[config.mk]
export PLATFORM = sky130hd
export DESIGN_NAME = z80_mem_decoder
export DESIGN_NICKNAME = d
export VERILOG_FILES = /design/src/rtl/z80_mem_decoder.sv
export SDC_FILE = /design/constraint.sdc
export NUM_CORES = 1
export LEC_CHECK = 0
export ABC_AREA = 1
export CAP_MARGIN = 25
export CORE_MARGIN = 4
export CORE_UTILIZATION = 42
export CTS_CLUSTER_SIZE = 30
export DETAILED_ROUTE_END_ITERATION = 8
export PLACE_DENSITY = 0.81
export RECOVER_POWER = 25
export SYNTH_ARGS = -nofsm -noshare
export SYNTH_HDL_FRONTEND = slang
export SYNTH_SLANG_ARGS = --single-unit
[constraint.sdc]
create_clock -name clk -period 2.2 [get_ports clk]
set_input_delay 0.55 -clock clk [delete_from_list [all_inputs] [get_ports clk]]
set_output_delay 0.55 -clock clk [all_outputs]
set_load 0.03 [all_outputs]
[src/rtl/z80_mem_decoder.sv]
// Z80 memory-request front end: region decode, wait-state insertion, registered read data.
// Optional sticky decode-fault flag enabled by defining Z80_DECODE_FAULT_EN.
module z80_mem_decoder #(
  parameter logic [15:0] ROM_BASE   = 16'h0000,
  parameter int          ROM_ADDR_W = 14,
  parameter logic [15:0] RAM_BASE   = 16'h8000,
  parameter int          RAM_ADDR_W = 14,
  parameter int          ROM_WAIT   = 1,
  parameter int          RAM_WAIT   = 0,
  parameter logic [7:0]  OPEN_BUS   = 8'hFF
) (
  input  logic        clk,
  input  logic        reset_n,
  input  logic [15:0] cpu_addr,
  input  logic        cpu_mreq_n,
  input  logic        cpu_rd_n,
  input  logic        cpu_wr_n,
  output logic        cpu_wait_n,
  output logic [7:0]  cpu_din,
  output logic        rom_ena,
  input  logic [7:0]  rom_dout,
  input  logic        rom_mwait,
  output logic        ram_ena,
  output logic        ram_we,
  input  logic [7:0]  ram_dout,
  input  logic        ram_mwait
`ifdef Z80_DECODE_FAULT_EN
  ,
  output logic        fault,
  input  logic        fault_clr
`endif
);

  typedef enum logic [1:0] {IDLE, ACCESS, DONE} state_t;
  typedef enum logic [1:0] {REG_NONE, REG_ROM, REG_RAM} region_t;

  localparam logic [3:0] ROM_WAIT_C = 4'(ROM_WAIT);
  localparam logic [3:0] RAM_WAIT_C = 4'(RAM_WAIT);

  state_t      state, state_next;
  region_t     region, region_nxt, hit;
  logic        write, write_nxt;
  logic [3:0]  cnt, cnt_nxt;
  logic        armed, armed_nxt;
  logic        rom_ena_nxt, ram_ena_nxt, wait_n_nxt;
  logic [7:0]  din_nxt;
  logic        start, slave_ready, complete;
  logic        addr_unused;

  // The slaves see the low address bits directly; only the high bits decode here.
  assign addr_unused = ^cpu_addr;
  assign start = !cpu_mreq_n && (!cpu_rd_n || !cpu_wr_n);

  always_comb begin
    hit = REG_NONE;
    if (cpu_addr[15:ROM_ADDR_W] == ROM_BASE[15:ROM_ADDR_W])
      hit = REG_ROM;
    else if (cpu_addr[15:RAM_ADDR_W] == RAM_BASE[15:RAM_ADDR_W])
      hit = REG_RAM;
  end

  always_comb begin
    case (region)
      REG_ROM: slave_ready = rom_mwait;
      REG_RAM: slave_ready = ram_mwait;
      default: slave_ready = 1'b1;
    endcase
  end

  always_ff @(posedge clk or negedge reset_n) begin
    if (!reset_n) state <= IDLE;
    else          state <= state_next;
  end

  // armed marks the extra ACCESS cycle after the wait count expires, covering slave read latency.
  always_comb begin
    state_next  = state;
    region_nxt  = region;
    write_nxt   = write;
    cnt_nxt     = cnt;
    armed_nxt   = armed;
    rom_ena_nxt = rom_ena;
    ram_ena_nxt = ram_ena;
    wait_n_nxt  = cpu_wait_n;
    din_nxt     = cpu_din;
    complete    = 1'b0;
    ram_we      = 1'b0;
    case (state)
      IDLE: begin
        if (start) begin
          state_next  = ACCESS;
          region_nxt  = hit;
          write_nxt   = cpu_rd_n;
          armed_nxt   = 1'b0;
          cnt_nxt     = (hit == REG_ROM) ? ROM_WAIT_C :
                        (hit == REG_RAM) ? RAM_WAIT_C : 4'd0;
          rom_ena_nxt = (hit == REG_ROM);
          ram_ena_nxt = (hit == REG_RAM);
          wait_n_nxt  = 1'b0;
        end
      end
      ACCESS: begin
        if (cpu_mreq_n) begin
          state_next  = IDLE;
          rom_ena_nxt = 1'b0;
          ram_ena_nxt = 1'b0;
          wait_n_nxt  = 1'b1;
        end else if (cnt != 4'd0) begin
          cnt_nxt = cnt - 4'd1;
        end else if (!armed) begin
          armed_nxt = 1'b1;
        end else if (slave_ready) begin
          complete    = 1'b1;
          ram_we      = write && (region == REG_RAM);
          state_next  = DONE;
          rom_ena_nxt = 1'b0;
          ram_ena_nxt = 1'b0;
          wait_n_nxt  = 1'b1;
          if (!write) begin
            case (region)
              REG_ROM: din_nxt = rom_dout;
              REG_RAM: din_nxt = ram_dout;
              default: din_nxt = OPEN_BUS;
            endcase
          end
        end
      end
      DONE: begin
        if (cpu_mreq_n) state_next = IDLE;
      end
      default: state_next = IDLE;
    endcase
  end

  always_ff @(posedge clk or negedge reset_n) begin
    if (!reset_n) begin
      region     <= REG_NONE;
      write      <= 1'b0;
      cnt        <= 4'd0;
      armed      <= 1'b0;
      rom_ena    <= 1'b0;
      ram_ena    <= 1'b0;
      cpu_wait_n <= 1'b1;
      cpu_din    <= OPEN_BUS;
    end else begin
      region     <= region_nxt;
      write      <= write_nxt;
      cnt        <= cnt_nxt;
      armed      <= armed_nxt;
      rom_ena    <= rom_ena_nxt;
      ram_ena    <= ram_ena_nxt;
      cpu_wait_n <= wait_n_nxt;
      cpu_din    <= din_nxt;
    end
  end

`ifdef Z80_DECODE_FAULT_EN
  always_ff @(posedge clk or negedge reset_n) begin
    if (!reset_n)
      fault <= 1'b0;
    else if (complete && (region == REG_NONE || (region == REG_ROM && write)))
      fault <= 1'b1;
    else if (fault_clr)
      fault <= 1'b0;
  end
`endif

endmodule

==> results.py, run 1 <==
# Physical implementation metrics
metrics = {
    "run_status": {
        "status": "completed",
    },
    "cells_and_area": {
        "nNetsFinal": 249,
        "clock_cell_area_share_pct": 1.55,
        "area_share_nonclk_buffers_pct": 24.4,
        "regArea_um2": 537,
        "area_delta_synth_final_pct": 37.7,
        "logic_gate_count": 123,
        "num_antenna_cells": 0,
    },
    "pwr": {
        "power.total_mw": 2.42,
        "ir_drop_uv": 937,
        "internal-power_mw": 1.31,
        "pwr_density_cell_mw_per_mm2": 1420,
        "comb_power_mw": 1.51,
    },
    "sta": {
        "hold_viol": 0,
        "worst_slack_ps": 17.1,
    },
    "logic_synthesis": {
        "synth_area_mm2": 0.00123,
        "ys_cells": 162,
        "common_cells": "67 x nand2_1, 15 x nor2_1, 12 x dfrtp_1, 12 x inv_1",
        "yosysWarnings": 0,
        "synthFlopType": "dfrtp_1",
        "ys_top_cells_by_area": "dfrtp_1 24%, nand2_1 20%, dfstp_2 19%",
        "synth.most_common_cell": "nand2_1",
        "async_flop_share_pct": 100,
        "edf_count": 0,
        "yosys.area_share.adder_pct": 3.04,
    },
    "floorplan": {
        "die_height_um": 62.2,
        "fp_util_pct": 44.4,
        "die_x_um": 62.2,
        "tap_cells": 31,
    },
    "run": {
        "openroad.warnings": 43,
        "cap_violations": 0,
    },
    "place": {
        "dp.cells": 232,
        "pre_cts_slack_ps": 4.70,
    },
    "critical_path": {
        "rrSetupSlack_ps": 670,
        "cp-endpoint": "ram_we",
    },
    "worst_hold_path": {
        "min_from": "cpu_wait_n",
    },
    "global_route": {
        "gr-usage-all-layers_pct": 13.7,
        "grt_max_degree": 22,
    },
    "clocking": {
        "clock_path_buffers": 2,
        "postCtsResizedCells": 6,
        "cts_hold_buf": 0,
    },
    "routing": {
        "via_per_inst": 4.64,
        "ant_nets": 0,
    },
}
-- run 1: cells in the final DEF, fill, tap and decap left out --
master / netlist / layout
xor2_1: 1 / 1
nor2_2: 1 / 2
o21ai_1: 1 / 1
nor4_2: 0 / 1
nor2_1: 15 / 14
buf_4: 2 / 8
a21oi_1: 1 / 1
dlygate4sd3_1: 0 / 1
clkbuf_4: 0 / 3
nand2_2: 5 / 6
nand4_1: 1 / 1
nand2_4: 1 / 1
nand3_1: 9 / 9
dfrtp_1: 12 / 12
dfstp_2: 9 / 9
o21ai_2: 8 / 8
clkdlybuf4s50_1: 0 / 34
inv_2: 2 / 4
inv_1: 12 / 10
ha_4: 0 / 1
ha_1: 3 / 2
nand2_1: 67 / 66
o21ai_0: 6 / 6
nand3_4: 1 / 1
nand3b_1: 1 / 1
nor2_4: 1 / 1
clkbuf_1: 0 / 2
-- run 1: routing by layer --
| metal | vias up | part of all wire [%] | GRT usage [%] |
|---|---|---|---|
| met2 | 15 | 50 | 23.4 |
| li1 | 591 | - | - |
| met5 | - | 0 | 0 |
| met3 | 4 | 3.8 | 4.14 |
| met1 | 489 | 45 | 17.1 |
| met4 | 0 | 0.61 | 2.44 |
-- run 1: critical path, cell delays in order --
cell             delay, ps
clkdlybuf4s50_1        450
nand2_1                 50
nand3b_1               110
nand2_1                 80
nor4_2                 170
buf_4                  210
-- run 1: through the flow --
step	TNS [ps]	instance area, um2
5_1_grt	-91.4	1700
6_report	0	1700
3_3_place_gp	0	1650
3_5_place_dp	0	1650
2_1_floorplan	0	1240
4_1_cts	-2.48	1700
-- run 1: state kept, by name, summed over array words and instances, names as in the netlist --
name / flops
rom_ena: 1
ram_ena: 1
armed: 1
state: 2
cpu_wait_n: 1
cnt: 4
write: 1
cpu_din: 8
region: 2
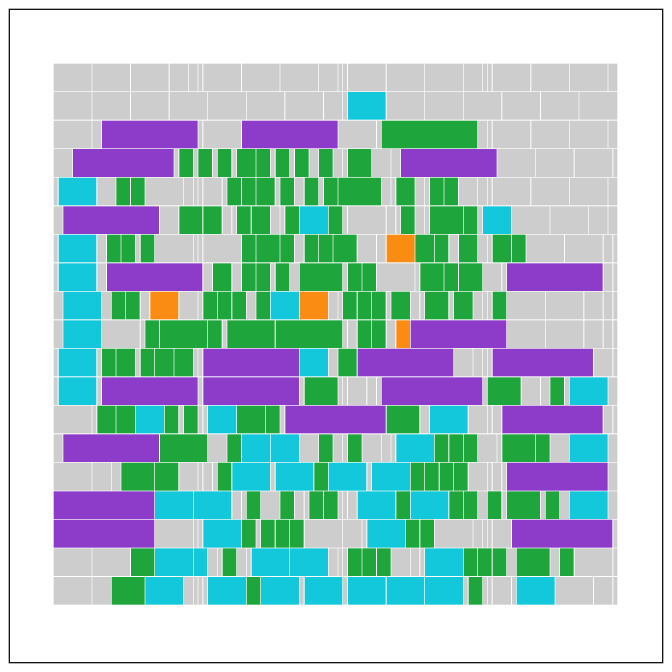
*Placement by cell class, run 1*
Fill, decap, tap and diode cells in grey.
registers -> purple  # cells 21, share of their area 32%
clock drivers and dummy loads -> orange  # cells 4, share of their area 1.6%
remaining logic cells -> green  # cells 137, share of their area 41%
remaining buffers and delay cells -> cyan  # cells 44, share of their area 25%
Seq/total area: 31.6%
design area: 0.00170 mm2

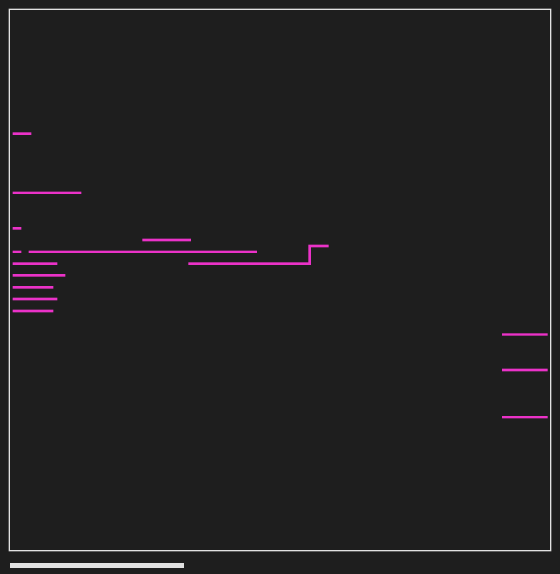
*Metal 3, run 1*
Bar = 20 um.
share of all routed wire = 3.8%
main direction = horizontal
longest straight run = 26.0 um
met3 Track Usage GR: 4.14%
final wirelength: 2640 um
DR vias: 1,099

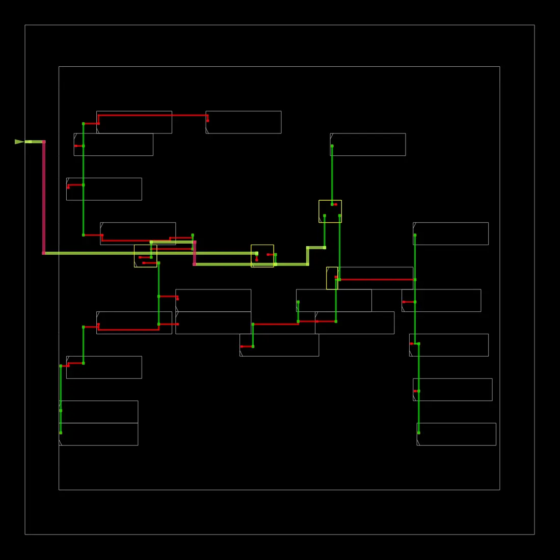
*Clock routing, run 1*
clk_lat worst skew: 300 ps
CTS sink cnt: 21
flip-flops: 21
# clk buffers: 4

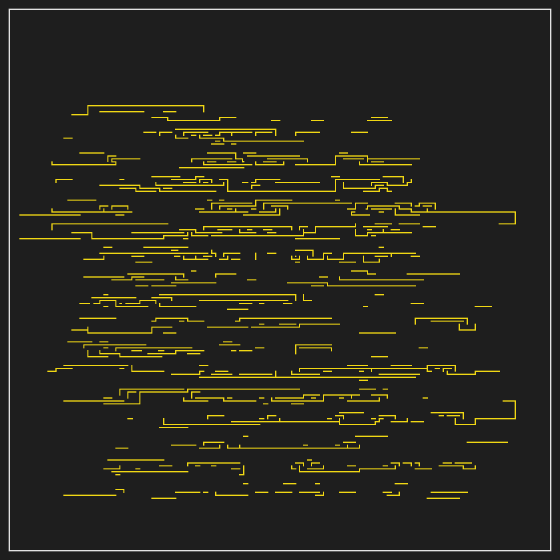
*Metal 1, run 1*
nets with wire on the layer = 207
longest straight run = 24.8 um
wire length on this layer = 1,200 um
main direction = horizontal
share of all routed wire = 46%
GR met1 Demand/Resource: 17.1%

==> run 2, diff against run 1 <==
--- a/config.mk
+++ b/config.mk
@@ -11,6 +11,7 @@
 export CORE_UTILIZATION = 42
 export CTS_CLUSTER_SIZE = 30
 export DETAILED_ROUTE_END_ITERATION = 8
+export GPL_ROUTABILITY_DRIVEN = 0
 export PLACE_DENSITY = 0.81
 export RECOVER_POWER = 25
 export SYNTH_ARGS = -nofsm -noshare
==> run 2 against run 1 <==
Net effect:
- routed wire length unchanged
- synthesized cell count is the same
- sequential cell count did not move
- hold slack did not move
- design area is the same
- global-route usage stayed put
- critical endpoint unchanged
- largest power group unchanged
==> results.py, run 2 <==
# Physical implementation metrics
metrics = {
    "routing": {
        "via_per_inst": 4.64,
        "vias": 1099,
        "ant_nets": 0,
        "wl_um": 2640,
    },
    "pwr": {
        "ir_drop_uv": 937,
        "pwr_density_cell_mw_per_mm2": 1420,
        "power.total_mw": 2.42,
        "internal-power_mw": 1.31,
    },
    "cells_and_area": {
        "layout_top_cell": "nand2_1",
        "largest_reg_flops": 8,
        "area_delta_synth_final_pct": 37.7,
        "num_antenna_cells": 0,
        "reg.largest.list": "cpu_din (8), cnt (4)",
        "largest_register": "cpu_din",
        "nNetsFinal": 249,
        "mostFrequentLayoutCells": "66 x nand2_1, 34 x clkdlybuf4s50_1, 14 x nor2_1",
    },
    "global_route": {
        "grt_pass1_vias": 1028,
        "gr-usage-all-layers_pct": 13.7,
        "grt_max_degree": 22,
    },
    "place": {
        "dp.cells": 232,
        "placed_cell_area_mm2": 0.00165,
        "pre_cts_slack_ps": 4.70,
    },
    "critical_path": {
        "path_cells": "clkdlybuf4s50_1, nand2_1, nand3b_1, nand2_1, nor4_2, buf_4",
        "worst_path_largest_cell_delay_ps": 450,
        "rrSetupSlack_ps": 670,
        "critPathArrivalTime_ps": 1630,
        "crit_path_frequent_cell": "nand2_1",
        "cp_slowest_cell": "clkdlybuf4s50_1",
    },
    "worst_hold_path": {
        "min_from": "cpu_wait_n",
        "hold_path_end": "cpu_wait_n",
    },
    "logic_synthesis": {
        "common_cells": "67 x nand2_1, 15 x nor2_1, 12 x dfrtp_1, 12 x inv_1",
        "yosysWarnings": 0,
        "synth_area_mm2": 0.00123,
        "yosysChipArea_mm2": 0.00123,
        "edf_count": 0,
        "ys_top_cells_by_area": "dfrtp_1 24%, nand2_1 20%, dfstp_2 19%",
        "ys_cells": 162,
        "synth.most_common_cell": "nand2_1",
        "async_flop_share_pct": 100,
        "synthFlopType": "dfrtp_1",
    },
    "sta": {
        "fin_setup_tns_ps": 0,
        "relSlewSlack_pct": 27.1,
        "worst_slack_ps": 17.1,
        "max_freq_mhz": 458,
        "hold_viol": 0,
        "finalSetupViolCount": 0,
    },
    "clocking": {
        "clkSlewWorstSetupHoldPaths_ps": 110,
        "cts_hold_buf": 0,
        "cts.sinks": 21,
        "clock_path_buffers": 2,
        "clkLatencyLatePin_ps": 300,
    },
    "run": {
        "openroad.warnings": 43,
        "cap_violations": 0,
    },
    "floorplan": {
        "die_x_um": 62.2,
        "fp_util_pct": 44.4,
        "pin_count": 51,
        "die_height_um": 62.2,
    },
    "run_status": {
        "status": "completed",
    },
}
==> run 2: cell counts in the layout (fill, tap and decap cells not counted) <==
Identical to the previous run, type by type.
==> run 2: worst max-delay path, delay by kind of cell <==
family | cells | cell delay [ps]
buffers and inverters | 2 | 660
and+or+nand+nor | 4 | 410
==> run 2: power groups by stage <==
stage	logic (mW)	clock network [mW]	registers, mW
6_report	1.51	0.183	0.724
4_1_cts	1.51	0.188	0.726
3_3_place_gp	1.45	0	0.723
3_5_place_dp	1.48	0	0.729
5_1_grt	1.69	0.207	0.750
2_1_floorplan	0.841	0	0.926
==> run 2: how the worst max path moves through the flow <==
stage / to / slack, ps / startpoint
2_1_floorplan: ram_we / 70 / region[0]
3_3_place_gp: ram_we / 20 / ram_mwait
3_5_place_dp: ram_we / 5 / ram_mwait
4_1_cts: ram_we / -2 / region[0]
5_1_grt: ram_we / -90 / region[0]
6_report: ram_we / 20 / ram_mwait
==> run 2: layout make-up <==
cell class                 count  area [um2]
multi-input combinational    123         631
sequential                    21         537
timing repair buffer          44         414
clock buffer                   4        26.3
inverter                      14        52.6
tap                           31        38.8
fill                         257        1080
==> run 2: cell families (layout without fill, tap and decap cells) <==
logic type	after synthesis	count (layout)	synth area share [%]
simple gates	103	103	36.5
flops	21	21	43.5
buf+inv	18	62	7.30
compound gates	16	16	8.92
fa+ha+maj	3	3	3.04
xor+xnor	1	1	0.710
==> run 2: timing repair <==
item / 4_1_cts / 5_1_grt
setup endpoints to repair: 1 / 1
buffers inserted: 0 / 1
hold endpoints to repair: 0 / 0
gates resized: 6 / 0
==> run 2: metal layers <==
layer / global-route usage [%] / share of wire (%)
met1: 17.1 / 45
met2: 23.4 / 50
met3: 4.14 / 3.8
met4: 2.44 / 0.61
met5: 0 / 0
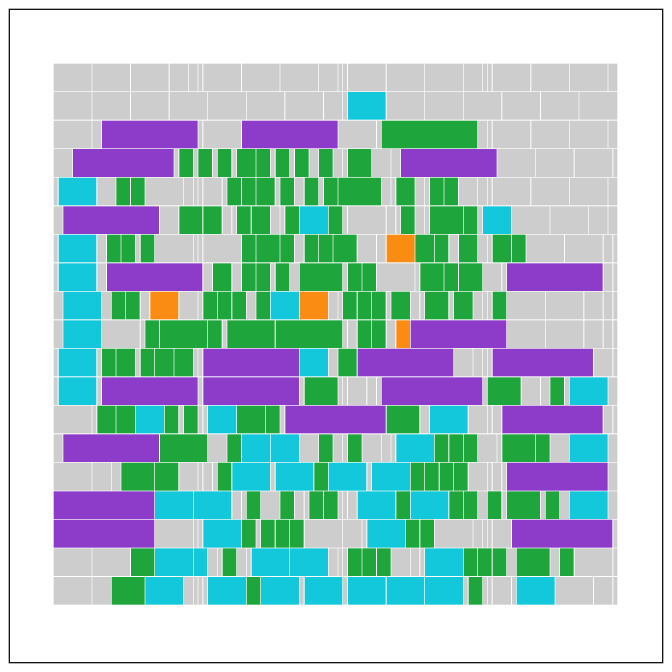
*Placement by cell class, run 2*
Fill, decap, tap and diode cells in grey.
site row count: 19
Final Core Density: 61.1%

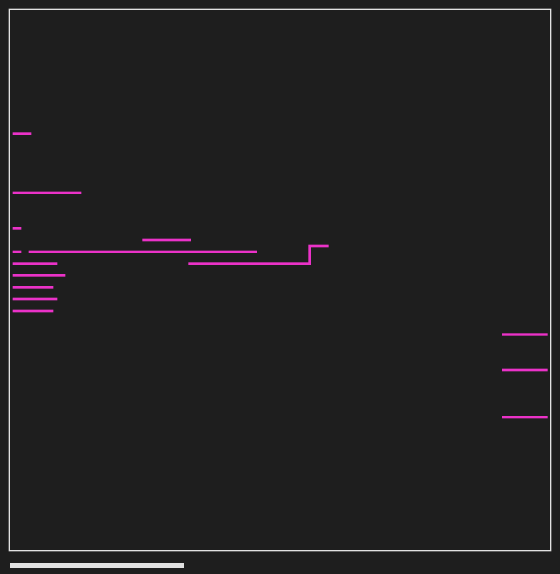
*Metal 3, run 2*
Bar = 20 um.
main direction = horizontal
longest straight run = 26.0 um
wire length on this layer = 99.1 um
nets with wire on the layer = 13

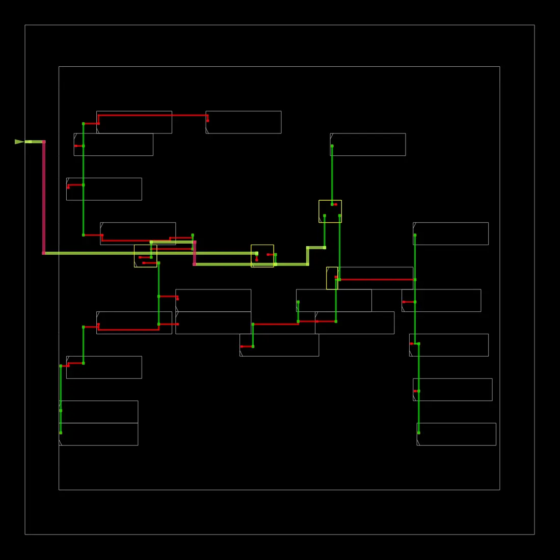
*Clock routing, run 2*
number of CTS-inserted buffers: 3
Clock Skew: 9.87 ps
Clk. pwr: 0.183 mW

==> run 3, diff against run 2 <==
--- a/config.mk
+++ b/config.mk
@@ -7,7 +7,7 @@
 export LEC_CHECK = 0
 export ABC_AREA = 1
 export CAP_MARGIN = 25
-export CORE_MARGIN = 4
+export CORE_MARGIN = 10
 export CORE_UTILIZATION = 42
 export CTS_CLUSTER_SIZE = 30
 export DETAILED_ROUTE_END_ITERATION = 8
@@ -17,3 +17,4 @@
 export SYNTH_ARGS = -nofsm -noshare
 export SYNTH_HDL_FRONTEND = slang
 export SYNTH_SLANG_ARGS = --single-unit
+export TNS_END_PERCENT = 100
==> constraint.sdc (replaced) <==
create_clock -name clk -period 2.1 [get_ports clk]
set_input_delay 0.525 -clock clk [delete_from_list [all_inputs] [get_ports clk]]
set_output_delay 0.525 -clock clk [all_outputs]
set_load 0.03 [all_outputs]
==> run 3 against run 2 <==
Net effect:
- the run now ends with negative setup slack left
- routed wire length rose by 19%
- sequential share of layout area fell by 0.95 points
- critical path depth did not move
- clock skew fell by 7.3 ps
- clock-buffer cell count did not move
- setup slack got worse by 66 ps
- largest cell class unchanged
- largest power group unchanged
- highest routed layer unchanged
==> results.py, run 3 <==
# Physical implementation metrics
metrics = {
    "run_status": {
        "status": "finished, violations left",
        "violations": "negative setup slack",
    },
    "place": {
        "dp.cells": 234,
        "pre_cts_slack_ps": -47.6,
    },
    "logic_synthesis": {
        "common_cells": "67 x nand2_1, 15 x nor2_1, 12 x dfrtp_1, 12 x inv_1",
        "synth.most_common_cell": "nand2_1",
        "ys_top_cells_by_area": "dfrtp_1 24%, nand2_1 20%, dfstp_2 19%",
        "yosysWarnings": 0,
        "yosysChipArea_mm2": 0.00123,
        "edf_count": 0,
        "async_flop_share_pct": 100,
    },
    "pwr": {
        "ir_drop_uv": 1060,
        "internal-power_mw": 1.42,
        "pwr_density_cell_mw_per_mm2": 1520,
    },
    "clocking": {
        "clkSlewWorstSetupHoldPaths_ps": 110,
        "cts.sinks": 21,
        "clkLatencyLatePin_ps": 310,
        "clock_path_buffers": 2,
        "cts_buffers": 3,
    },
    "global_route": {
        "grt_max_degree": 22,
        "use_met3_pct": 4.79,
        "grt_pass1_vias": 1199,
    },
    "critical_path": {
        "path_cells": "clkdlybuf4s50_1, nand2_1, nand3b_1, nand2_2, nor4_4, buf_6",
        "rrSetupSlack_ps": 480,
        "critPathArrivalTime_ps": 1620,
        "worst_path_largest_cell_delay_ps": 460,
        "cp_slowest_cell": "clkdlybuf4s50_1",
    },
    "run": {
        "openroad.warnings": 43,
    },
    "sta": {
        "worst_slack_ps": -49.0,
        "hold_viol": 0,
        "relSlewSlack_pct": 28.9,
        "finalSetupViolCount": 1,
    },
    "routing": {
        "via_per_inst": 4.95,
        "met3_wirelength_um": 190,
        "wl_met2_um": 1800,
    },
    "cells_and_area": {
        "area.combinational_um2": 644,
        "nNetsFinal": 253,
        "nFillCells": 252,
        "area_delta_synth_final_pct": 42.0,
        "largest_register": "cpu_din",
        "regArea_um2": 537,
        "layout_top_cell": "nand2_1",
    },
    "floorplan": {
        "pin_count": 51,
        "fp_util_pct": 44.4,
    },
}
-- run 3: final timing paths --
kind,start,end,cells past startpoint
worst max register to register,cnt[0],rom_ena,11
worst min-delay path,cpu_wait_n,cpu_wait_n,2
worst max-delay path,ram_mwait,ram_we,6
min in group asynchronous,reset_n,region[1],2
max in group asynchronous,reset_n,cnt[3],2
worst min register to register,cpu_wait_n,cpu_wait_n,2
-- run 3: kinds of logic (layout without fill, tap and decap cells) --
kind of cell / count (synthesis) / count (layout) / synth area share [%]
and+or+nand+nor: 103 / 103 / 36.5
DFF: 21 / 21 / 43.5
buffers and inverters: 18 / 66 / 7.30
AOI/OAI and AO/OA: 16 / 16 / 8.92
adders and majority gates: 3 / 3 / 3.04
xor gates and xnor gates: 1 / 1 / 0.710
-- run 3: worst max-delay path, delay by kind of cell --
kind	cells	cell delay [ps]
buffers and inverters	2	630
and+or+nand+nor	4	470
-- run 3: power groups by stage --
| stage | Sequential [mW] | Combinational [mW] | Clock (mW) |
|---|---|---|---|
| after floorplan | 0.970 | 0.894 | 0 |
| after global placement | 0.755 | 1.55 | 0 |
| after detailed placement | 0.769 | 1.61 | 0 |
| after CTS | 0.763 | 1.70 | 0.198 |
| after global routing | 0.783 | 1.87 | 0.213 |
| final | 0.762 | 1.70 | 0.192 |
-- run 3: final cells by class --
| type | count | area share, % |
|---|---|---|
| multi-input cells | 123 | 36.8 |
| flip-flops and latches | 21 | 30.6 |
| repair buffers | 48 | 25.9 |
| inverters | 14 | 3.00 |
| well taps | 31 | 2.21 |
| clock buffers | 4 | 1.50 |
-- run 3: repair_timing --
action / in CTS / in global routing
endpoints found under the setup margin: 1 / 3
gates resized: 6 / 5
gates cloned: 0 / 0
pin swaps: 2 / 1
hold buffers: 0 / 0
buffers inserted: 3 / 0
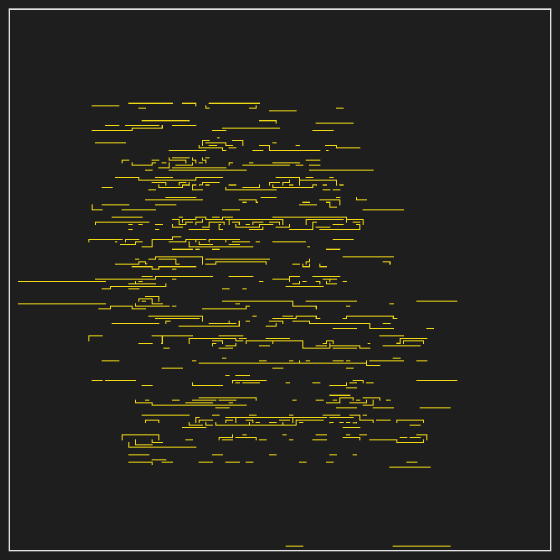
*Metal 1, run 3*
main direction = horizontal
nets with wire on the layer = 207
share of all routed wire = 36%
longest straight run = 23.0 um
final wirelength: 3130 um
GR met1 Demand/Resource: 10.8%
DR vias: 1,193

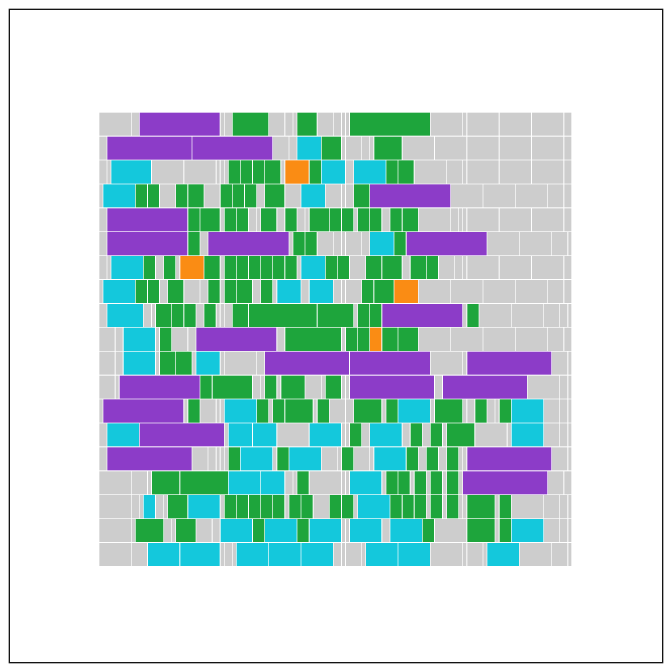
*Placement by cell class, run 3*
Fill, decap, tap and diode cells in grey.
remaining logic cells -> green  # cells 137, share of their area 41%
registers -> purple  # cells 21, share of their area 31%
remaining buffers and delay cells -> cyan  # cells 48, share of their area 26%
clock drivers and dummy loads -> orange  # cells 4, share of their area 1.5%
Final Core Density: 63.0%
design area: 0.00175 mm2
Core ar.: 0.00278 mm2
Seq/total area: 30.6%

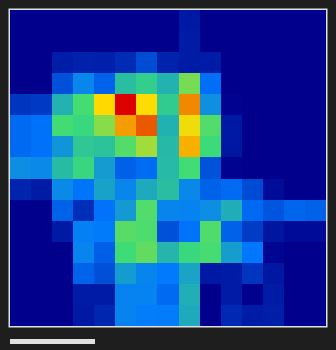
*Signal metal coverage by tile, run 3*
Bar = 20 um. The die is cut into 15 by 15 equal tiles; dark blue is low, red is high, scaled to the fullest tile. Values are wire area over tile area, all layers added.
emptiest ninth of the die = top right
mean over tiles = 0.091
fullest tile = 0.51
densest ninth of the die = middle
average wire per standard cell: 13.0 um
GR Util All Layers: 11.5%

No activity file was given, so power comes from the tool's default toggle rates.
